### config.mk
export PLATFORM = sky130hd
export DESIGN_NAME = player_datapath
export DESIGN_NICKNAME = d
export VERILOG_FILES = /design/src/rtl/player_pkg.sv /design/src/rtl/player_datapath_sprite_scan.sv /design/src/rtl/player_datapath.sv
export SDC_FILE = /design/constraint.sdc
export NUM_CORES = 1
export LEC_CHECK = 0
export ABC_AREA = 0
export CORE_ASPECT_RATIO = 1.75
export CORE_MARGIN = 4
export CORE_UTILIZATION = 45
export DETAILED_ROUTE_END_ITERATION = 10
export PLACE_DENSITY = 0.8
export REMOVE_ABC_BUFFERS = 1
export SLEW_MARGIN = 20
export SYNTH_ARGS = -nofsm -noshare
export SYNTH_HDL_FRONTEND = slang
export SYNTH_HIERARCHICAL = 1
export SYNTH_SLANG_ARGS = --single-unit
### constraint.sdc
create_clock -name clk -period 2.1 [get_ports clk]
set_clock_uncertainty 0.15 [all_clocks]
set_input_delay 0.315 -clock clk [delete_from_list [all_inputs] [get_ports clk]]
set_output_delay 0.315 -clock clk [all_outputs]
set_load 0.01 [all_outputs]
### src/rtl/player_pkg.sv
// Shared constants, state encoding and ship-position clamp helper for the
// player datapath.
package player_pkg;

    localparam int unsigned SCREEN_W = 32'd160;
    localparam int unsigned SCREEN_H = 32'd120;
    localparam int unsigned X_W      = 32'd8;
    localparam int unsigned Y_W      = 32'd7;
    localparam int unsigned COLOUR_W = 32'd3;
    localparam int unsigned COL_W    = 32'd3;
    localparam int unsigned ROW_W    = 32'd3;

    localparam int unsigned SHIP_W = 32'd8;
    localparam int unsigned SHIP_H = 32'd6;

    localparam logic [X_W-1:0]   SHIP_X   = 8'd8;
    localparam logic [COL_W-1:0] COL_LAST = 3'd7;
    localparam logic [ROW_W-1:0] ROW_LAST = 3'd5;

    localparam logic [Y_W-1:0] Y_MIN  = 7'd0;
    localparam logic [Y_W-1:0] Y_MAX  = 7'd114;
    localparam logic [Y_W-1:0] Y_INIT = 7'd57;
    localparam logic [Y_W-1:0] STEP   = 7'd2;

    localparam logic [COLOUR_W-1:0] SHIP_COLOUR = 3'b111;
    localparam logic [COLOUR_W-1:0] BG_COLOUR   = 3'b000;

    typedef enum logic [2:0] {
        ST_IDLE   = 3'd0,
        ST_ERASE  = 3'd1,
        ST_UPDATE = 3'd2,
        ST_DRAW   = 3'd3,
        ST_DONE   = 3'd4
    } state_t;

    // Comparisons widened to 8 bits so the step can never wrap past either limit.
    function automatic logic [Y_W-1:0] next_ship_y(input logic [Y_W-1:0] y,
                                                   input logic up);
        logic [X_W-1:0] y8;
        y8 = {1'b0, y};
        if (up) begin
            if (y8 < ({1'b0, Y_MIN} + {1'b0, STEP})) return Y_MIN;
            else                                      return y - STEP;
        end else begin
            if (y8 > ({1'b0, Y_MAX} - {1'b0, STEP})) return Y_MAX;
            else                                      return y + STEP;
        end
    endfunction

endpackage

### src/rtl/player_datapath_sprite_scan.sv
// Row-major column/row counter over the ship sprite, shared by erase and draw.
module sprite_scan
    import player_pkg::*;
(
    input  logic             clk,
    input  logic             rst_n,
    input  logic             clear,
    input  logic             enable,
    output logic [COL_W-1:0] col,
    output logic [ROW_W-1:0] row,
    output logic             last
);

    logic [COL_W-1:0] col_r;
    logic [ROW_W-1:0] row_r;

    assign col  = col_r;
    assign row  = row_r;
    assign last = (col_r == COL_LAST) && (row_r == ROW_LAST);

    // Advance one pixel per enabled cycle; wraps to the origin after the last pixel.
    always_ff @(posedge clk or negedge rst_n) begin
        if (!rst_n) begin
            col_r <= 3'd0;
            row_r <= 3'd0;
        end else if (clear) begin
            col_r <= 3'd0;
            row_r <= 3'd0;
        end else if (enable) begin
            if (col_r == COL_LAST) begin
                col_r <= 3'd0;
                row_r <= (row_r == ROW_LAST) ? 3'd0 : row_r + 3'd1;
            end else begin
                col_r <= col_r + 3'd1;
            end
        end else begin
            col_r <= col_r;
            row_r <= row_r;
        end
    end

endmodule

### src/rtl/player_datapath.sv
// Player ship datapath: accepts move/redraw strobes, clamps the ship row and
// streams erase-then-draw pixel writes to the VGA adapter.
module player_datapath
    import player_pkg::*;
(
    input  logic                clk,
    input  logic                reset_n,
    input  logic                move_up,
    input  logic                move_down,
    input  logic                redraw,
    output logic                busy,
    output logic                done,
    output logic [Y_W-1:0]      ship_y,
    output logic [X_W-1:0]      vga_x,
    output logic [Y_W-1:0]      vga_y,
    output logic [COLOUR_W-1:0] vga_colour,
    output logic                vga_plot
);

    state_t           state_r;
    state_t           state_next_s;
    logic [Y_W-1:0]   ship_y_r;
    logic             dir_up_r;
    logic             move_one_s;
    logic             at_limit_s;
    logic             scan_last_s;
    logic [COL_W-1:0] col_s;
    logic [ROW_W-1:0] row_s;

    sprite_scan u_scan (
        .clk    (clk),
        .rst_n  (reset_n),
        .clear  (state_r == ST_IDLE),
        .enable (vga_plot),
        .col    (col_s),
        .row    (row_s),
        .last   (scan_last_s)
    );

    // Next-state decode; opposing move strobes cancel, moves outrank redraw.
    always_comb begin
        state_next_s = state_r;
        move_one_s   = move_up ^ move_down;
        at_limit_s   = move_up ? (ship_y_r == Y_MIN) : (ship_y_r == Y_MAX);
        case (state_r)
            ST_IDLE: begin
                if (move_one_s) begin
                    state_next_s = at_limit_s ? ST_DONE : ST_ERASE;
                end else if (redraw && !move_up && !move_down) begin
                    state_next_s = ST_DRAW;
                end else begin
                    state_next_s = ST_IDLE;
                end
            end
            ST_ERASE: begin
                if (scan_last_s) state_next_s = ST_UPDATE;
                else             state_next_s = ST_ERASE;
            end
            ST_UPDATE: state_next_s = ST_DRAW;
            ST_DRAW: begin
                if (scan_last_s) state_next_s = ST_DONE;
                else             state_next_s = ST_DRAW;
            end
            ST_DONE: state_next_s = ST_IDLE;
            default: state_next_s = ST_IDLE;
        endcase
    end

    // State, latched direction and ship row registers.
    always_ff @(posedge clk or negedge reset_n) begin
        if (!reset_n) begin
            state_r  <= ST_IDLE;
            ship_y_r <= Y_INIT;
            dir_up_r <= 1'b0;
        end else begin
            state_r <= state_next_s;
            if (state_r == ST_IDLE && move_one_s) dir_up_r <= move_up;
            else                                  dir_up_r <= dir_up_r;
            if (state_r == ST_UPDATE) ship_y_r <= next_ship_y(ship_y_r, dir_up_r);
            else                      ship_y_r <= ship_y_r;
        end
    end

    assign busy       = (state_r != ST_IDLE);
    assign done       = (state_r == ST_DONE);
    assign vga_plot   = (state_r == ST_ERASE) || (state_r == ST_DRAW);
    assign vga_colour = (state_r == ST_DRAW) ? SHIP_COLOUR : BG_COLOUR;
    assign vga_x      = SHIP_X + {5'b00000, col_s};
    assign vga_y      = ship_y_r + {4'b0000, row_s};
    assign ship_y     = ship_y_r;

endmodule

==> impl_summary.log <==
[flow] summary of implementation run
[metrics] status: finished, violations left
[metrics] violated checks: negative setup slack
[metrics] area grow syn2layout: 28.9%
[metrics] number of register bits inferred by synthesis: 17
[metrics] leading cell type in the layout, fill and taps excluded: sky130_fd_sc_hd__buf_4
[metrics] largest area contributor in the synthesized netlist: sky130_fd_sc_hd__dfrtp_1
[metrics] Max-cap violations: 0
[metrics] crit path setup slack, layout: -88.1 ps
[metrics] final hold vios: 0
[metrics] area of the mapped netlist: 1380 µm²
[metrics] Seq/Total Area, Yosys: 0.311
[metrics] Chip Width: 49.9 µm
[metrics] Mean Syn Cell Area: 9.41 µm²
[metrics] CP max FO: 2
[metrics] Post-Syn Instances: 147
[metrics] source-to-sink clock delay at the later pin of the worst-skew pair: 250 ps
[metrics] OpenROAD warnings: 28
[metrics] CP Capture Type: output port
[metrics] final tally of setup violations: 3
[metrics] Hold Crit Class: input pin to asynchronous set/reset pin
## cell usage after synthesis (3+ instances only)
| master | n |
|---|---|
| sky130_fd_sc_hd__nor2b_1 | 4 |
| sky130_fd_sc_hd__nand3_1 | 4 |
| sky130_fd_sc_hd__nand2_1 | 14 |
| sky130_fd_sc_hd__nor3_1 | 5 |
| sky130_fd_sc_hd__xor2_1 | 4 |
| sky130_fd_sc_hd__or3_1 | 3 |
| sky130_fd_sc_hd__dfstp_2 | 4 |
| sky130_fd_sc_hd__nor2_1 | 9 |
| sky130_fd_sc_hd__inv_1 | 4 |
| sky130_fd_sc_hd__ha_1 | 7 |
| sky130_fd_sc_hd__a21oi_1 | 9 |
| sky130_fd_sc_hd__mux2i_1 | 5 |
| sky130_fd_sc_hd__buf_4 | 8 |
| sky130_fd_sc_hd__nand2b_1 | 4 |
| sky130_fd_sc_hd__dfrtp_1 | 13 |
| sky130_fd_sc_hd__buf_6 | 3 |
## worst paths after layout
check                      slack, ps            end  cells past startpoint
min reg2reg                      420  u_scan/col[1]                      2
max                              -90       vga_y[6]                      6
max in group asynchronous       1310      ship_y[3]                      2
max reg2reg                      120     state_r[2]                      5
min in group clk                 420  u_scan/col[1]                      2
min                              240      ship_y[6]                      2
## cell type report
type | count | area (µm²) | share of cell area
Clock buffer | 3 | 41.3 | 0.0232
Timing Repair Buffer | 46 | 390 | 0.219
Clock inverter | 1 | 5.00 | 0.00281
Multi-Input combinational cell | 116 | 865 | 0.485
Inverter | 4 | 15.0 | 0.00843
Tap cell | 28 | 35.0 | 0.0197
Sequential cell | 17 | 430 | 0.242
## cells by family after synthesis
group                      Yosys count  share of synthesized area
and+or+nand+nor                     57                      0.242
AOI/OAI and AO/OA                   34                      0.187
DFF                                 17                      0.311
buffers and inverters               17                     0.0914
adders and majority gates            8                     0.0778
xor gates and xnor gates             6                     0.0380
muxes                                6                     0.0471
other                                2                    0.00543
## metal layers
metal  routed length [µm]  vias to the layer above  GRT usage
met5                    0                        -          0
met4                   70                        0     0.0886
met3                  150                        6     0.0257
met2                 2100                       37      0.375
met1                 1260                      594      0.176
li1                     -                      594          -
## power by group
part / internal, µW / switching, µW / total, µW / leakage, µW
clock: 132 / 109 / 240 / 0.0000255
sequential: 331 / 2.01 / 333 / 0.000216
combinational: 25.1 / 34.7 / 59.7 / 0.000608
total: 487 / 145 / 633 / 0.000850
## state kept, by name, indices dropped and copies added, names as in the netlist
| register | flops |
|---|---|
| dir_up_r | 1 |
| ship_y | 7 |
| state_r | 3 |
| u_scan/col | 3 |
| u_scan/row | 3 |
## timing repair
action	4_1_cts	5_1_grt
resized	27	8
setup endpoints to repair	6	10
buffers inserted	1	0
hold buffers	0	0
pin swaps	2	0
## per-stage QoR
stage,cell area (µm²),std cells,total power (µW),setup slack (ps),util
global placement,1720,210,399,-247,0.588
finish,1780,215,633,-88.1,0.609
detailed placement,1720,210,400,-386,0.588
global route,1780,215,656,-171,0.609
floorplan,1280,137,366,173,-
CTS,1770,215,640,-112,0.603
**Floorplan with the power grid**

Pins as bars on the die edge.
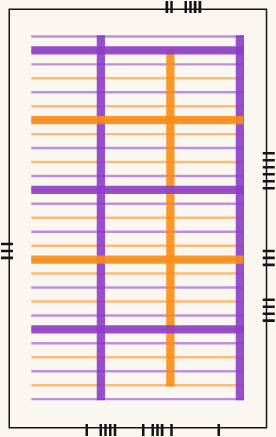
legend:
  orange:
    net: VDD
  purple:
    net: VSS
signal pins: 33
met5 straps: 5
met4 straps: 3
met1 rails: 27

**Cell classes on the final placement**

Scale bar: 10 µm.
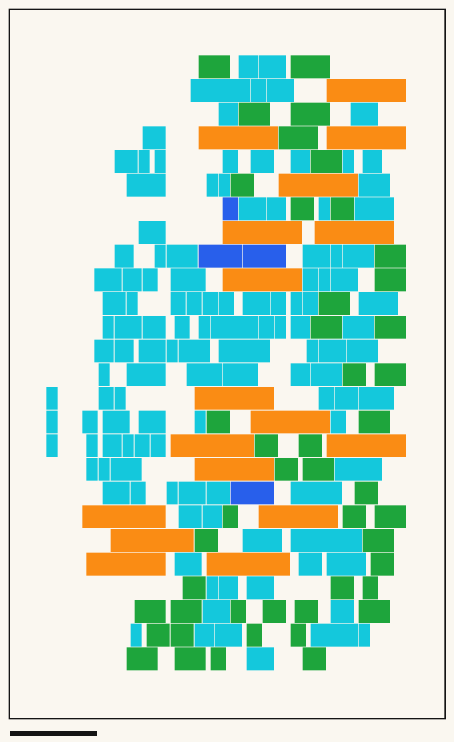
legend:
  green:
    class: other buffers and delay cells
    cells: 46
    share_of_their_area: 22%
  orange:
    class: flops
    cells: 17
    share_of_their_area: 25%
  blue:
    class: clock drivers and dummy loads
    cells: 4
    share_of_their_area: 2.7%
  cyan:
    class: all other logic
    cells: 120
    share_of_their_area: 50%

**Clock network drawn from the DEF**

Scale bar: 10 µm.
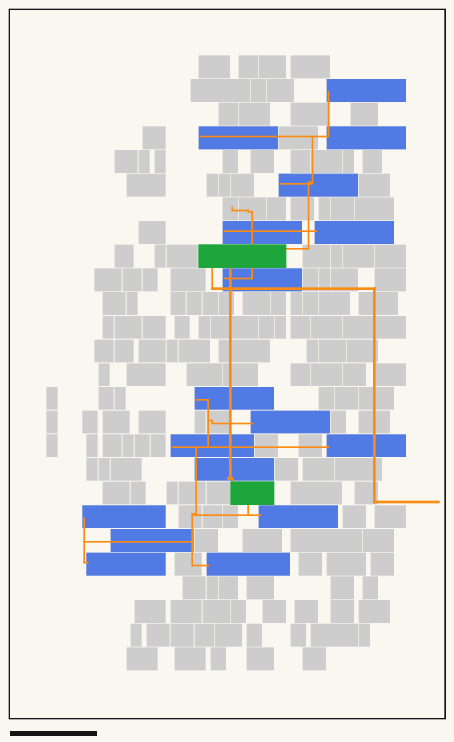
legend:
  green:
    item: cells driving clock nets
    count: 3
  blue:
    item: flip-flops
    count: 17
  orange:
    item: clock wires
    length: 226 µm
routed clock nets: 4

Power and IR drop assume default switching activity.
